### config.mk
export PLATFORM = sky130hd
export DESIGN_NAME = mux_scan_sequencer
export DESIGN_NICKNAME = d
export VERILOG_FILES = /design/src/rtl/mux_scan_pkg.sv /design/src/rtl/mux_next_ch.sv /design/src/rtl/mux_scan_sequencer.sv
export SDC_FILE = /design/constraint.sdc
export NUM_CORES = 1
export LEC_CHECK = 0
export CORE_MARGIN = 3
export CORE_UTILIZATION = 50
export CTS_CLUSTER_DIAMETER = 60
export DETAILED_ROUTE_END_ITERATION = 12
export PLACE_DENSITY = 0.83
export SETUP_SLACK_MARGIN = 0.5
export SYNTH_ARGS = -nofsm -noshare
export SYNTH_HDL_FRONTEND = slang
export SYNTH_SLANG_ARGS = --single-unit
### constraint.sdc
create_clock -name clk -period 2.5 [get_ports clk]
set_clock_uncertainty 0.15 [all_clocks]
set_input_delay 0.25 -clock clk [delete_from_list [all_inputs] [get_ports clk]]
set_output_delay 0.25 -clock clk [all_outputs]
set_load 0.005 [all_outputs]
### src/rtl/mux_scan_pkg.sv
// mux_scan_pkg: shared types, widths and helpers for the mux scan sequencer
// Contents:
//   state_e   FSM states (IDLE, SCAN)
//   NUM_CH    number of mux channels
//   SEL_W     select width
//   CNT_W     settle counter width
//   lowest()  index of the lowest set bit of a channel mask (0 for an empty mask)
package mux_scan_pkg;
  localparam int NUM_CH = 4;
  localparam int SEL_W  = 2;
  localparam int CNT_W  = 4;

  typedef enum logic {IDLE, SCAN} state_e;

  function automatic logic [SEL_W-1:0] lowest(input logic [NUM_CH-1:0] m);
    lowest = '0;
    for (int i = NUM_CH - 1; i >= 0; i--)
      if (m[i]) lowest = SEL_W'(i);
  endfunction
endpackage

### src/rtl/mux_next_ch.sv
// mux_next_ch: combinational channel walker over an enable mask
// Ports:
//   mask_i[3:0]   channel enables
//   sel_i[1:0]    current channel
//   first_o[1:0]  lowest enabled channel
//   next_o[1:0]   lowest enabled channel strictly above sel_i
//   last_o        no enabled channel above sel_i
module mux_next_ch
  import mux_scan_pkg::*;
(
  input  logic [NUM_CH-1:0] mask_i,
  input  logic [SEL_W-1:0]  sel_i,
  output logic [SEL_W-1:0]  first_o,
  output logic [SEL_W-1:0]  next_o,
  output logic              last_o
);
  logic [NUM_CH-1:0] above;

  // The shift drops bits off the top, so there is never a wrap back to channel 0
  assign above   = mask_i & ({{(NUM_CH-1){1'b1}}, 1'b0} << sel_i);
  assign first_o = lowest(mask_i);
  assign next_o  = lowest(above);
  assign last_o  = ~|above;
endmodule

### src/rtl/mux_scan_sequencer.sv
// mux_scan_sequencer: scans the 4:1 mux channel by channel and assembles a 4-bit sample frame
// Ports:
//   clk          clock, rising edge
//   rst          asynchronous active-high reset
//   start        frame request, honoured only in IDLE with a non-zero mask
//   continuous   start the next frame on the edge that completes the current one
//   mask[3:0]    channel enables, latched only at frame boundaries
//   y_in         mux output Y
//   sel[1:0]     mux select, sel[1]->S1, sel[0]->S0
//   busy         a frame is in progress
//   sample[3:0]  last completed frame, disabled channels read 0
//   valid        one-cycle pulse when sample updates
module mux_scan_sequencer
  import mux_scan_pkg::*;
#(
  parameter int SETTLE = 2
) (
  input  logic              clk,
  input  logic              rst,
  input  logic              start,
  input  logic              continuous,
  input  logic [NUM_CH-1:0] mask,
  input  logic              y_in,
  output logic [SEL_W-1:0]  sel,
  output logic              busy,
  output logic [NUM_CH-1:0] sample,
  output logic              valid
);
  localparam logic [CNT_W-1:0] RELOAD = CNT_W'(SETTLE - 1);

  state_e            state_q, state_d;
  logic [NUM_CH-1:0] mask_q, mask_d;
  logic [NUM_CH-1:0] shadow_q, shadow_d;
  logic [NUM_CH-1:0] sample_q, sample_d;
  logic [SEL_W-1:0]  sel_q, sel_d;
  logic [CNT_W-1:0]  cnt_q, cnt_d;
  logic              valid_q, valid_d;
  logic [NUM_CH-1:0] merged;
  logic [SEL_W-1:0]  first_new, next_ch, first_cur, next_new;
  logic              last, last_new, restart;
  logic              unused_ok;

  // Walker over the latched mask drives the in-frame advance
  mux_next_ch u_cur (
    .mask_i  (mask_q),
    .sel_i   (sel_q),
    .first_o (first_cur),
    .next_o  (next_ch),
    .last_o  (last)
  );

  // Walker over the live mask picks the opening channel of a new frame
  mux_next_ch u_new (
    .mask_i  (mask),
    .sel_i   ('0),
    .first_o (first_new),
    .next_o  (next_new),
    .last_o  (last_new)
  );

  assign unused_ok = ^{first_cur, next_new, last_new};

  // Shadow with the channel being captured this cycle folded in
  assign merged  = shadow_q | (NUM_CH'(y_in) << sel_q);
  assign restart = continuous && |mask;

  always_comb begin
    state_d  = state_q;
    mask_d   = mask_q;
    sel_d    = sel_q;
    cnt_d    = cnt_q;
    shadow_d = shadow_q;
    sample_d = sample_q;
    valid_d  = 1'b0;
    if (state_q == IDLE) begin
      if (start && |mask) begin
        state_d  = SCAN;
        mask_d   = mask;
        sel_d    = first_new;
        cnt_d    = RELOAD;
        shadow_d = '0;
      end
    end else if (cnt_q != '0) begin
      cnt_d = cnt_q - CNT_W'(1);
    end else if (!last) begin
      shadow_d = merged;
      sel_d    = next_ch;
      cnt_d    = RELOAD;
    end else begin
      // Frame end: publish, then either roll straight into the next frame or park
      sample_d = merged;
      valid_d  = 1'b1;
      shadow_d = '0;
      mask_d   = mask;
      sel_d    = restart ? first_new : '0;
      cnt_d    = restart ? RELOAD : '0;
      state_d  = restart ? SCAN : IDLE;
    end
  end

  always_ff @(posedge clk or posedge rst) begin
    if (rst) begin
      state_q  <= IDLE;
      mask_q   <= '0;
      sel_q    <= '0;
      cnt_q    <= '0;
      shadow_q <= '0;
      sample_q <= '0;
      valid_q  <= 1'b0;
    end else begin
      state_q  <= state_d;
      mask_q   <= mask_d;
      sel_q    <= sel_d;
      cnt_q    <= cnt_d;
      shadow_q <= shadow_d;
      sample_q <= sample_d;
      valid_q  <= valid_d;
    end
  end

  assign sel    = sel_q;
  assign busy   = (state_q == SCAN);
  assign sample = sample_q;
  assign valid  = valid_q;
endmodule

run_1/layer_met3.png
Scale bar: 20 µm.
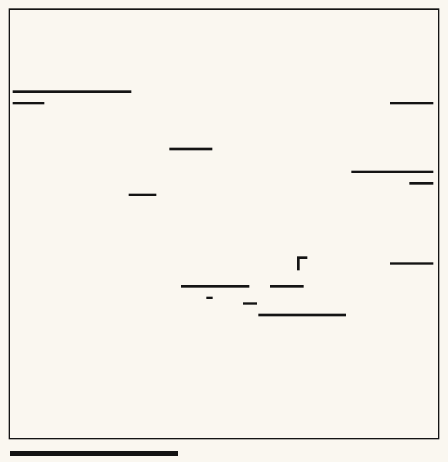
nets with wire on the layer: 12
share of all routed wire: 3.7%
main direction: horizontal
longest straight run: 13.8 µm
wire length on this layer: 71.7 µm

run_1/cell_density.png
10 x 10 tiles, from white (low) to dark blue (high), 0 to 100% covered.
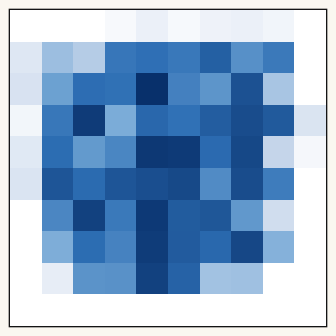
fullest tile: 100%
emptiest ninth of the die: bottom right
nearly empty tiles: 24%
final core occ: 66.5%
core outline area: 1820 µm²
Pre-Place Util: 55.3%

run_1/placement_by_type.png
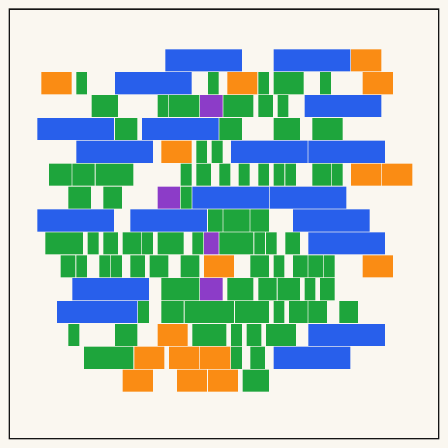
| colour | class | cells | share of their area |
|---|---|---|---|
| green | combinational and other logic | 82 | 44% |
| blue | sequential cells | 19 | 40% |
| orange | remaining buffers and delay cells | 16 | 14% |
| purple | clock drivers and dummy loads | 4 | 2.3% |

==> metrics.csv, run 1 <==
stage,metric,value,unit
outcome,outcome,completed,
power_and_ir_drop,maximum VDD drop,781,µV
route,Via density,5.58,
worst_setup_path,worst path cell trace,clkdlybuf4s50_1,
power_and_ir_drop,P_sw,572,µW
worst_setup_path,worst reg2reg path depth,4,
floorplanning,DIE HEIGHT,50.9,µm
cells_and_area,nets@finish,133,
synth,syn_nets,115,
synth,distinct lib cells,31,
worst_hold_path,Hold Path Class,primary input to asynchronous set/reset pin,
timing,cycle use final,76.8,%
floorplanning,I/O Pins,17,
timing,PnR worst setup slack,0.580,ns
synth,Yosys top cell by area,dfrtp_1,
run,max-cap viol count,0,
timing,Final Hold Vio Count,0,
timing,Final TNS setup,0,ns
synth,post-synthesis sequential area ratio,47.3,%
worst_setup_path,cell family with most CP delay,flip-flops,
worst_setup_path,slowest CP cell,dfrtp_1,
worst_setup_path,worst r2r src,sel[1]$_DFFE_PP0P_,
worst_setup_path,CP Depth,1,
worst_setup_path,FF-to-FF setup slack,0.60,ns
cts,CTS resizes,0,
worst_setup_path,worst r2r dst,mask_q[1]$_DFFE_PP0P_,
route,DR WL/cell,13.4,µm
global_route,total grt overflow,0,
worst_setup_path,CP Data Required Time,2.10,ns
cts,Post-CTS Repair Setup Buffers,0,
worst_setup_path,Max stage delay on crit path,0.62,ns
power_and_ir_drop,Int Power,846,µW
timing,Final min period,1.92,ns
route,TritonRoute pass-1 iters,4,
cells_and_area,Combinational Area,478,µm²
synth,"EDFF count, synth",0,
global_route,initial antenna violation count,0,
cells_and_area,register area,477,µm²
-- run 1: per-layer routing --
metal / share of wire (%) / up-vias / wire (µm)
li1: - / 399 / -
met1: 45 / 392 / 885
met2: 50 / 19 / 969
met3: 3.6 / 4 / 71
met4: 1.5 / 0 / 29
met5: 0 / - / 0
-- run 1: worst max path at each step --
stage	from	endpoint	slack [ns]
finish	sel[1]$_DFFE_PP0P_	sel[1]	0.58
global route	sel[1]$_DFFE_PP0P_	mask_q[1]$_DFFE_PP0P_	0.51
CTS	sel[1]$_DFFE_PP0P_	sel[1]	0.59
detailed placement	mask[1]	cnt_q[0]$_DFFE_PP0P_	0.40
global placement	mask[1]	cnt_q[0]$_DFFE_PP0P_	0.45
floorplan	cnt_q[0]$_DFFE_PP0P_	mask_q[1]$_DFFE_PP0P_	0.84
-- run 1: metrics by stage --
| step | hold WS, ns | util [%] | std cells |
|---|---|---|---|
| 2_1_floorplan | 0.0511 | - | 104 |
| 3_3_place_gp | 0.333 | 64.9 | 142 |
| 3_5_place_dp | 0.350 | 64.9 | 142 |
| 4_1_cts | 0.226 | 66.5 | 146 |
| 5_1_grt | 0.261 | 66.5 | 146 |
| 6_report | 0.183 | 66.5 | 146 |
-- run 1: cell type report --
class | count | share of cell area, %
clock inverters | 1 | 0.413
well taps | 25 | 2.58
inverters | 10 | 3.10
clock buffers | 3 | 1.86
multi-input cells | 72 | 39.5
flip-flops and latches | 19 | 39.4
repair buffers | 16 | 13.2
-- run 1: cell usage after synthesis, types with 2 or more instances --
cell / instances
dfrtp_1: 19
inv_1: 10
nor3b_1: 2
a31oi_1: 3
mux2_2: 2
clkbuf_1: 2
o21bai_1: 2
ha_1: 2
o22ai_1: 2
nand2b_1: 6
nand2_1: 5
o21ai_0: 5
mux2i_1: 5
nor2_1: 17
a21oi_1: 6
-- run 1: cells by family after synthesis --
| family | count (synthesis) | share of synthesized area, % |
|---|---|---|
| DFF | 19 | 47.3 |
| adders and majority gates | 2 | 2.49 |
| muxes | 7 | 7.21 |
| and+or+nand+nor | 34 | 16.8 |
| buffers and inverters | 13 | 5.22 |
| AOI/OAI and AO/OA | 29 | 21.0 |
-- run 1: cell usage in the layout (no fill, tap or decap), types with 2 or more instances in the layout --
cell type,count
nand2b_1,6
clkdlybuf4s50_1,16
o22ai_1,2
mux2i_1,5
inv_1,10
dfrtp_1,18
o21bai_1,2
nand2_1,5
nor3b_1,2
a31oi_1,3
mux2_2,2
nor2_1,17
clkbuf_4,3
o21ai_0,4
a21oi_1,6
ha_1,2
-- run 1: power by group through the flow --
stage,clock network [mW],registers [mW],logic (mW)
after global routing,0.175,0.624,0.744
after global placement,0,0.597,0.632
after CTS,0.163,0.595,0.663
after floorplan,0,0.535,0.494
after detailed placement,0,0.603,0.658
final,0.160,0.601,0.657
-- run 1: flip-flops by register name, summed over array words and instances (netlist names) --
name,flops
busy,1
cnt_q,4
mask_q,3
sample,4
sel,2
shadow_q,4
valid,1
run_1/placement.png
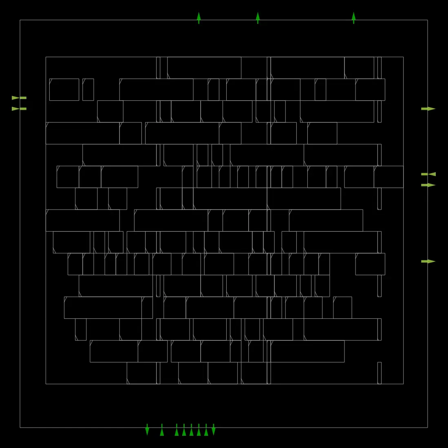

==> run 2: changes to the inputs <==
--- a/config.mk
+++ b/config.mk
@@ -6,10 +6,10 @@
 export NUM_CORES = 1
 export LEC_CHECK = 0
 export CORE_MARGIN = 3
-export CORE_UTILIZATION = 50
+export CORE_UTILIZATION = 46
 export CTS_CLUSTER_DIAMETER = 60
 export DETAILED_ROUTE_END_ITERATION = 12
-export PLACE_DENSITY = 0.83
+export PLACE_DENSITY = 0.8
 export SETUP_SLACK_MARGIN = 0.5
 export SYNTH_ARGS = -nofsm -noshare
 export SYNTH_HDL_FRONTEND = slang
==> constraint.sdc (replaced) <==
create_clock -name clk -period 1.7 [get_ports clk]
set_clock_uncertainty 0.15 [all_clocks]
set_input_delay 0.17 -clock clk [delete_from_list [all_inputs] [get_ports clk]]
set_output_delay 0.17 -clock clk [all_outputs]
set_load 0.005 [all_outputs]
run_2/placement.png
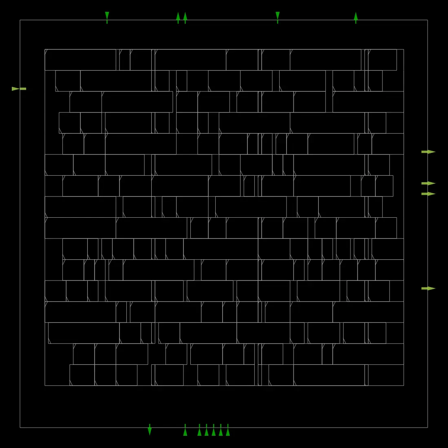
core outline area: 2020 µm²
registers: 19
final core occ: 87.9%
Fill cells: 94
fraction of area in registers: 26.8%

run_2/placement_by_type.png
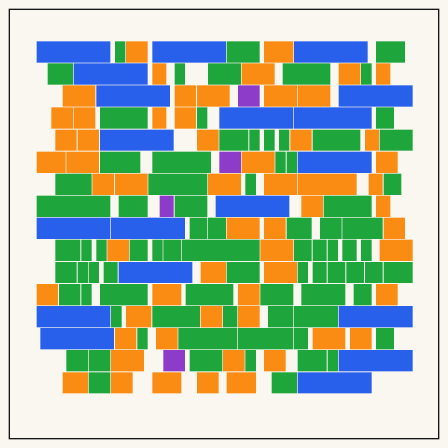
| colour | class | cells | share of their area |
|---|---|---|---|
| green | combinational and other logic | 82 | 41% |
| orange | remaining buffers and delay cells | 59 | 30% |
| blue | sequential cells | 19 | 27% |
| purple | clock drivers and dummy loads | 4 | 1.6% |
# rows: 16
design area: 1780 µm²

==> run 2 against run 1 <==
Net effect: area after synthesis unchanged; hold slack worse by 0.14 ns; wire length up 84%; combinational power rose to 3.7 times the previous value; critical path depth up 3; sequential share of layout area down 13 points; critical path type is now flop to flop; largest power group unchanged.
==> metrics.csv, run 2 <==
stage,metric,value,unit
floorplanning,Chip Width,52.8,µm
timing,cycle use final,96.2,%
synth,distinct lib cells,31,
cells_and_area,highest-count logic cell in the final layout,buf_4,
cells_and_area,register area,477,µm²
worst_setup_path,critical path arrival,1.72,ns
cells_and_area,Top cells excl fill/tap,"28 x buf_4, 18 x dfrtp_1, 16 x buf_6, 8 x nor2_1, 7 x inv_1",
placement,placed insts,161,
synth,Yosys top cell by area,dfrtp_1,
route,DR WL/cell,18.9,µm
cells_and_area,Finished Layout Cells,191,
synth,commonest cells in the netlist,"19 x dfrtp_1, 17 x nor2_1, 10 x inv_1",
synth,"EDFF count, synth",0,
run,max-cap viol count,0,
synth,Yosys top cell by instances,dfrtp_1,
global_route,initial antenna violation count,0,
worst_hold_path,Hold Path Class,primary input to asynchronous set/reset pin,
synth,post-synth area from yosys stat,1010,µm²
floorplanning,DIE HEIGHT,52.8,µm
route,routed via count,1058,
global_route,first-pass GRT wire length,4660,µm
outcome,outcome,completed,
worst_setup_path,CP Data Required Time,1.78,ns
timing,Slew @ Worst Pin,0.340,ns
worst_setup_path,crit end category,flop,
timing,Final Hold Vio Count,0,
power_and_ir_drop,Int Power,2.05,mW
timing,PnR worst setup slack,0.0652,ns
route,TritonRoute pass-1 iters,4,
cells_and_area,Layout area overhead,76.7,%
cts,Post-CTS Hold Buffers,0,
synth,syn_nets,115,
power_and_ir_drop,maximum VDD drop,1380,µV
cells_and_area,Combinational Area,686,µm²
timing,Final min period,1.63,ns
floorplanning,Pre-Place Util,49.8,%
route,Via density,5.54,
global_route,total grt overflow,0,
cells_and_area,share of cells above drive strength 1,54.3,%
synth,post-synthesis sequential area ratio,47.3,%
route,Post-Route WL,3610,µm
cells_and_area,nets@finish,176,
power_and_ir_drop,P_sw,1.48,mW
floorplanning,I/O Pins,17,
==> run 2: cell count changes in the layout (fill, tap and decap cells not counted), sizes merged <==
cell	delta
clkbuf	+1
clkdlybuf4s50	-11
buf	+50
dlygate4sd2	+3
==> run 2: what timing repair did <==
action	in CTS	in global routing
resized	50	25
setup endpoints to repair	27	22
buffers inserted	18	8
pin swaps	9	8
==> run 2: power groups by stage <==
stage,clock (mW),combinational (mW),sequential [mW]
floorplan,0,0.988,0.817
global placement,0,1.43,0.834
detailed placement,0,1.48,0.845
CTS,0.238,1.90,0.792
global route,0.274,2.62,0.832
finish,0.244,2.45,0.825
==> run 2: path summary, 6_finish.rpt <==
path / end / startpoint / depth (start not counted) / slack, ns
setup / recovery: sel[1]$_DFFE_PP0P_ / busy$_DFF_PP0_ / 4 / 0.07
hold / removal: sample[0]$_DFFE_PP0P_ / rst / 3 / 0.04
setup reg to reg: sel[1]$_DFFE_PP0P_ / busy$_DFF_PP0_ / 4 / 0.07
hold reg to reg: sample[3]$_DFFE_PP0P_ / sample[3]$_DFFE_PP0P_ / 2 / 0.39
max in group asynchronous: sel[0]$_DFFE_PP0P_ / rst / 3 / 1.13
min in group clk: mask_q[3]$_DFFE_PP0P_ / mask[3] / 3 / 0.25
==> run 2: layout make-up <==
| cell class | count | area share, % |
|---|---|---|
| multi-input combinational | 72 | 38.6 |
| timing repair buffer | 59 | 29.1 |
| clock inverter | 1 | 0.281 |
| clock buffer | 3 | 1.27 |
| inverter | 10 | 2.11 |
| sequential | 19 | 26.8 |
| tap | 27 | 1.90 |
==> run 2: cell families after synthesis <==
logic type / count (synthesis) / synth area share, %
multiplexers: 7 / 7.21
AND-OR/OR-AND: 29 / 21.0
flip-flops: 19 / 47.3
adder cells (fa/ha/maj): 2 / 2.49
buffers and inverters: 13 / 5.22
AND/OR/NAND/NOR: 34 / 16.8
==> run 2: per-stage QoR <==
step           setup TNS [ns]  hold WS (ns)  instance area [µm²]
2_1_floorplan               0       -0.0289                 1120
3_3_place_gp            -1.42         0.331                 1420
3_5_place_dp            -1.48         0.337                 1420
4_1_cts                     0        0.0220                 1610
5_1_grt               -0.0223        0.0720                 1780
6_report                    0        0.0443                 1780
==> run 2: critical path, stage by stage, from the launching register on <==
cell and delay [ns]:
dfrtp_1 0.46, buf_6 0.15, buf_6 0.11, or4_4 0.47, a31oi_1 0.22
==> run 2: routing by layer <==
| metal | GRT usage (%) | share of wire (%) | vias to the layer above |
|---|---|---|---|
| met1 | 24.8 | 40 | 521 |
| met4 | 10.6 | 2.3 | 0 |
| li1 | - | - | 491 |
| met3 | 4.56 | 5.4 | 11 |
| met5 | 0 | 0 | - |
| met2 | 45.0 | 52 | 35 |
Power and IR drop assume default switching activity.
